**config.mk**
```make
export PLATFORM = sky130hd
export DESIGN_NAME = shift_unit
export DESIGN_NICKNAME = d
export VERILOG_FILES = /design/src/rtl/shift_pkg.sv /design/src/rtl/shift_step.sv /design/src/rtl/shift_unit.sv
export SDC_FILE = /design/constraint.sdc
export NUM_CORES = 1
export LEC_CHECK = 0
export ABC_AREA = 1
export CAP_MARGIN = 10
export CORE_ASPECT_RATIO = 2
export CORE_UTILIZATION = 35
export DETAILED_ROUTE_END_ITERATION = 16
export PLACE_DENSITY_LB_ADDON = 0.1
export SYNTH_ARGS = -nofsm -noshare
export SYNTH_HDL_FRONTEND = slang
export SYNTH_HIERARCHICAL = 1
export SYNTH_SLANG_ARGS = --single-unit
```
**constraint.sdc**
```tcl
create_clock -name clk -period 1.4 [get_ports clk]
set_input_delay 0.14 -clock clk [delete_from_list [all_inputs] [get_ports clk]]
set_output_delay 0.14 -clock clk [all_outputs]
set_load 0.01 [all_outputs]
```
**src/rtl/shift_pkg.sv**
```systemverilog
// Shared command codes, FSM encoding and default sizes for the shift unit.
// Used by both the iterative build and the SHIFT_UNIT_BARREL_EN build.
package shift_pkg;

    localparam int SHIFT_WIDTH   = 32;
    localparam int SHIFT_SHAMT_W = 5;

    localparam logic [2:0] SH_NOP  = 3'b000;
    localparam logic [2:0] SH_LOAD = 3'b001;
    localparam logic [2:0] SH_SLL  = 3'b010;
    localparam logic [2:0] SH_SRL  = 3'b011;
    localparam logic [2:0] SH_SRA  = 3'b100;
    localparam logic [2:0] SH_ROR  = 3'b101;

    typedef enum logic [1:0] {
        IDLE  = 2'b00,
        SHIFT = 2'b01,
        DONE  = 2'b10
    } state_t;

    function automatic logic is_shift_cmd(input logic [2:0] cmd);
        return (cmd == SH_SLL) || (cmd == SH_SRL) || (cmd == SH_SRA) || (cmd == SH_ROR);
    endfunction

endpackage

```
**src/rtl/shift_step.sv**
```systemverilog
// Combinational shift datapath: one bit per call by default, or a full
// n-bit barrel shift when SHIFT_UNIT_BARREL_EN is defined.
module shift_step
    import shift_pkg::*;
#(
    parameter int WIDTH   = SHIFT_WIDTH,
    parameter int SHAMT_W = SHIFT_SHAMT_W
) (
    input  logic [WIDTH-1:0]   data_i,
    input  logic [2:0]         op_i,
`ifdef SHIFT_UNIT_BARREL_EN
    input  logic [SHAMT_W-1:0] amt_i,
`endif
    output logic [WIDTH-1:0]   data_o
);

`ifdef SHIFT_UNIT_BARREL_EN
    logic [2*WIDTH-1:0] rot_dbl;

    always_comb begin
        // Rotating the doubled word right leaves the rotation in the low half.
        rot_dbl = {data_i, data_i} >> amt_i;
        case (op_i)
            SH_SLL:  data_o = data_i << amt_i;
            SH_SRL:  data_o = data_i >> amt_i;
            SH_SRA:  data_o = WIDTH'($signed(data_i) >>> amt_i);
            SH_ROR:  data_o = rot_dbl[WIDTH-1:0];
            default: data_o = data_i;
        endcase
    end
`else
    always_comb begin
        case (op_i)
            SH_SLL:  data_o = {data_i[WIDTH-2:0], 1'b0};
            SH_SRL:  data_o = {1'b0, data_i[WIDTH-1:1]};
            SH_SRA:  data_o = {data_i[WIDTH-1], data_i[WIDTH-1:1]};
            SH_ROR:  data_o = {data_i[0], data_i[WIDTH-1:1]};
            default: data_o = data_i;
        endcase
    end
`endif

endmodule

```
**src/rtl/shift_unit.sv**
```systemverilog
// Load-then-shift unit feeding the ALUOut shifter leg. Iterative (1 bit/cycle)
// by default; SHIFT_UNIT_BARREL_EN makes every shift complete in one edge.
module shift_unit
    import shift_pkg::*;
#(
    parameter int WIDTH   = SHIFT_WIDTH,
    parameter int SHAMT_W = SHIFT_SHAMT_W
) (
    input  logic               clk,
    input  logic               reset,
    input  logic [2:0]         shift_ctrl,
    input  logic [WIDTH-1:0]   data_in,
    input  logic [SHAMT_W-1:0] shamt_in,
    output logic [WIDTH-1:0]   data_out,
    output logic               busy,
    output logic               done
);

    state_t             state_q, state_d;
    logic [WIDTH-1:0]   data_q, data_d;
    logic [SHAMT_W-1:0] shamt_q, shamt_d;
    logic [WIDTH-1:0]   step_out;

`ifdef SHIFT_UNIT_BARREL_EN
    shift_step #(.WIDTH(WIDTH), .SHAMT_W(SHAMT_W)) u_step (
        .data_i (data_q),
        .op_i   (shift_ctrl),
        .amt_i  (shamt_q),
        .data_o (step_out)
    );
`else
    localparam logic [SHAMT_W-1:0] CNT_ONE = SHAMT_W'(1);

    logic [SHAMT_W-1:0] cnt_q, cnt_d;
    logic [2:0]         op_q, op_d;

    shift_step #(.WIDTH(WIDTH), .SHAMT_W(SHAMT_W)) u_step (
        .data_i (data_q),
        .op_i   (op_q),
        .data_o (step_out)
    );
`endif

    always_comb begin
        state_d = state_q;
        data_d  = data_q;
        shamt_d = shamt_q;
`ifndef SHIFT_UNIT_BARREL_EN
        cnt_d   = cnt_q;
        op_d    = op_q;
`endif
        case (state_q)
            // DONE accepts commands exactly like IDLE so back-to-back ops lose no cycle.
            IDLE, DONE: begin
                state_d = IDLE;
                if (shift_ctrl == SH_LOAD) begin
                    data_d  = data_in;
                    shamt_d = shamt_in;
                end else if (is_shift_cmd(shift_ctrl)) begin
`ifdef SHIFT_UNIT_BARREL_EN
                    data_d  = step_out;
                    state_d = DONE;
`else
                    op_d = shift_ctrl;
                    if (shamt_q == '0) begin
                        state_d = DONE;
                    end else begin
                        cnt_d   = shamt_q;
                        state_d = SHIFT;
                    end
`endif
                end
            end
            SHIFT: begin
`ifdef SHIFT_UNIT_BARREL_EN
                state_d = IDLE;
`else
                if (shift_ctrl == SH_LOAD) begin
                    data_d  = data_in;
                    shamt_d = shamt_in;
                    state_d = IDLE;
                end else begin
                    data_d = step_out;
                    cnt_d  = cnt_q - CNT_ONE;
                    if (cnt_q == CNT_ONE) begin
                        state_d = DONE;
                    end
                end
`endif
            end
            default: state_d = IDLE;
        endcase
    end

    always_ff @(posedge clk) begin
        if (!reset) begin
            state_q <= IDLE;
            data_q  <= '0;
            shamt_q <= '0;
`ifndef SHIFT_UNIT_BARREL_EN
            cnt_q   <= '0;
            op_q    <= SH_NOP;
`endif
        end else begin
            state_q <= state_d;
            data_q  <= data_d;
            shamt_q <= shamt_d;
`ifndef SHIFT_UNIT_BARREL_EN
            cnt_q   <= cnt_d;
            op_q    <= op_d;
`endif
        end
    end

    assign data_out = data_q;
    assign busy     = (state_q == SHIFT);
    assign done     = (state_q == DONE);

endmodule
```
==> flow_summary.json <==
{
  "common_cells": "nand2_1 (191), nand3_1 (58), inv_1 (50)",
  "nNonClkInverters": 56,
  "slowest_stage": "clkdlybuf4s50_1",
  "fillers": 971,
  "num-clock-buffers": 6,
  "netlist_instances": 545,
  "whs_endpoint": "state_q[0]",
  "violations": "design-rule violations",
  "path_buffers": 1,
  "setup_viol": 0,
  "p_total_mw": 4.665,
  "rr_worst_depth": 8,
  "outcome": "finished with violations",
  "core_um2": 9321,
  "logic_gates": 412,
  "hold_viol": 0,
  "fp_util_pct": 36.04,
  "route.detailed.drc": 3,
  "placed_area_um2": 4327,
  "ys_sh_adder_pct": 0.7449,
  "relSlewSlack_pct": 82.54,
  "p_leak_nw": 2.409,
  "critical_path.max_fanout": 6,
  "ys_cells": 545,
  "rsz0062_at_grt": "true",
  "cts_sinks": 47,
  "period_minus_slack_ps": 1364,
  "final_nets": 677,
  "clockBufferDepth": 2,
  "p_switching_mw": 1.674,
  "cts_tree": "built",
  "crit_path_cell_trace": "clkdlybuf4s50_1",
  "drive_above_1_share_pct": 14.56,
  "post_cts_resized": 33,
  "n_all_buffers": 111,
  "crit_required_ps": 1260,
  "comb-cell-share_pct": 43.99,
  "synth-edff-count": 0,
  "die_w_um": 71.28,
  "syn_to_final_growth_pct": 37.84,
  "largestClassByArea": "multi-input combinational cells",
  "tns_ps": 0,
  "ys_sh_xor_pct": 0,
  "ys_warn_count": 6,
  "ir_drop_uv": 576.6,
  "end_kind": "primary output",
  "reg2reg_from": "op_q[2]",
  "dr_wl_met2_um": 5561,
  "buf_share_pct": 24.59,
  "p_int_mw": 2.991,
  "taps": 104,
  "antenna_found_initial": 0,
  "gp_congestion": 0.8416,
  "startpoint_type": "flop",
  "post_cts_buffers": 2,
  "async_flop_share_pct": 0,
  "ff_count": 47,
  "synth.net_count": 589,
  "syn_avg_cell_area_um2": 6.164,
  "worstPathArrival_ps": 1220,
  "cts-root-buf": "clkbuf_16",
  "fin_hold_ws_ps": 403.4,
  "p_clk_share_pct": 25.0,
  "cts_made_buffers": 5,
  "ys_ff": 47,
  "hp-class": "in2reg",
  "crit_end": "data_out[27]",
  "grt_max_degree": 36,
  "htreeDepth": 2,
  "top_logic_kind": "simple AND/OR/NAND/NOR gates",
  "n_antenna_cell": 0,
  "grt_pass1_vias": 3420,
  "clkCellAreaFrac_pct": 2.783,
  "wl_met1_um": 3831,
  "firstDrtPassIters": 11,
  "ant_nets": 0,
  "grt_pass1_wl_um": 15790,
  "top_area_share_pct": 28.01,
  "fin_crit_sh_pct": 97.45
}
## cells in the final DEF, fill, tap and decap left out, types with 4 or more instances in the layout
| cell | count |
|---|---|
| o21ai_1 | 20 |
| nand3_1 | 57 |
| nand4_1 | 8 |
| buf_4 | 27 |
| nand2_1 | 190 |
| clkdlybuf4s50_1 | 61 |
| nand2_8 | 4 |
| nor2_1 | 24 |
| dlymetal6s2s_1 | 5 |
| clkbuf_16 | 5 |
| dfxtp_2 | 26 |
| dlygate4sd2_1 | 9 |
| dfxtp_1 | 21 |
| o21ai_0 | 18 |
| inv_1 | 50 |
| a21oi_1 | 40 |
| o21bai_1 | 33 |
| buf_12 | 7 |
## power groups by stage
stage | clock network [mW] | logic [mW] | registers [mW]
global route | 1.24 | 1.97 | 1.75
finish | 1.17 | 1.78 | 1.72
floorplan | 0 | 0.990 | 1.73
CTS | 1.20 | 1.72 | 1.72
global placement | 0 | 1.65 | 1.73
detailed placement | 0 | 1.68 | 1.73
## logic make-up (layout without fill, tap and decap cells)
group / Yosys count / count (layout)
AND-OR/OR-AND: 116 / 116
adder cells (fa/ha/maj): 2 / 2
buffers and inverters: 88 / 173
flip-flops: 47 / 47
AND/OR/NAND/NOR: 292 / 294
## registers in the layout, summed over array words and instances (netlist names)
signal	count
data_out	32
cnt_q	5
shamt_q	5
op_q	3
state_q	2
## stage by stage
stage                     setup slack, ps  utilization [%]  cells
final                               35.66            49.68    736
after global routing               -22.02            49.68    736
after CTS                          0.3451            48.59    732
after detailed placement           -246.9            46.42    723
after global placement             -200.6            46.42    723
after floorplan                     64.72                -    545
## layer usage
layer	vias up	GRT usage, %
li1	1939	-
met1	1752	20.83
met2	96	38.50
met3	15	2.374
met4	0	6.000
met5	-	0
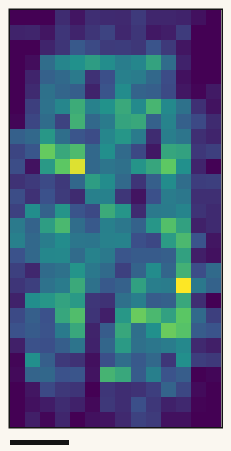
Figure 1: wire density map.
Bar = 20 um. 14 x 28 tiles, from dark purple (low) to yellow (high), scaled to the fullest tile. Values are wire area over tile area, all layers added.
mean over tiles: 0.15
emptiest ninth of the die: north-east
fullest tile: 0.54
nearly empty tiles: 9.2%
routed length per instance: 13.44 um
Routed WL: 9889 um
vias: 3802
GRT Resource Usage Total: 19.58%

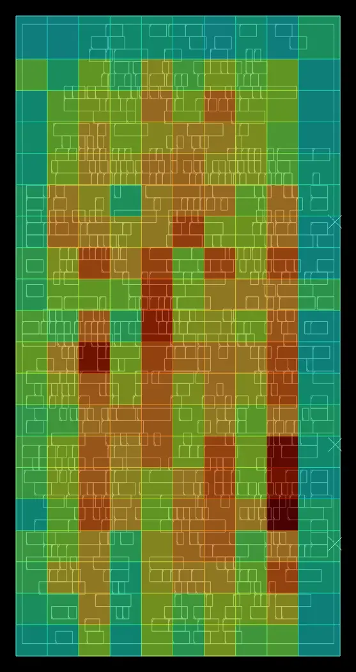
Figure 2: congestion heat map.
busiest grt layer: met2
global routing usage on met1: 20.83%
GRT met2 Usage: 38.50%
routing usage on met3: 2.374%

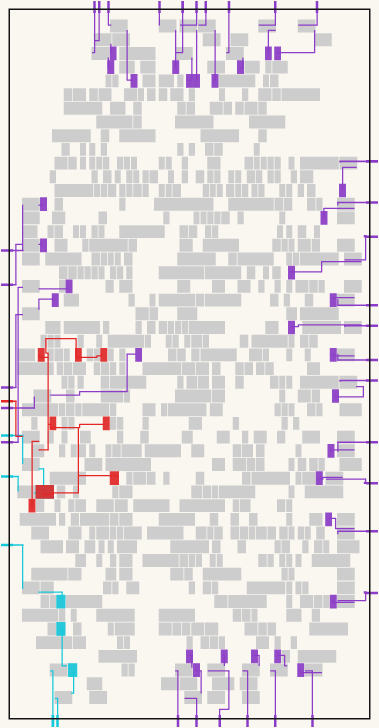
Figure 3: nets reached from selected ports.
[data_in] purple | bits: 32 | direction: input | edge: 11 east, 10 north, 6 south, 5 west | end cells: 32 | buffers: 32 | wire: 491 um
[reset] red | bits: 1 | direction: input | edge: west | end cells: 9 | buffers: 2 | wire: 107 um
[shamt_in] cyan | bits: 5 | direction: input | edge: 3 west, 2 south | end cells: 5 | buffers: 5 | wire: 61.5 um
I/O Pins: 76
IO buf count: 75

Power figures rest on the tool's default switching activity, not on a simulated workload.
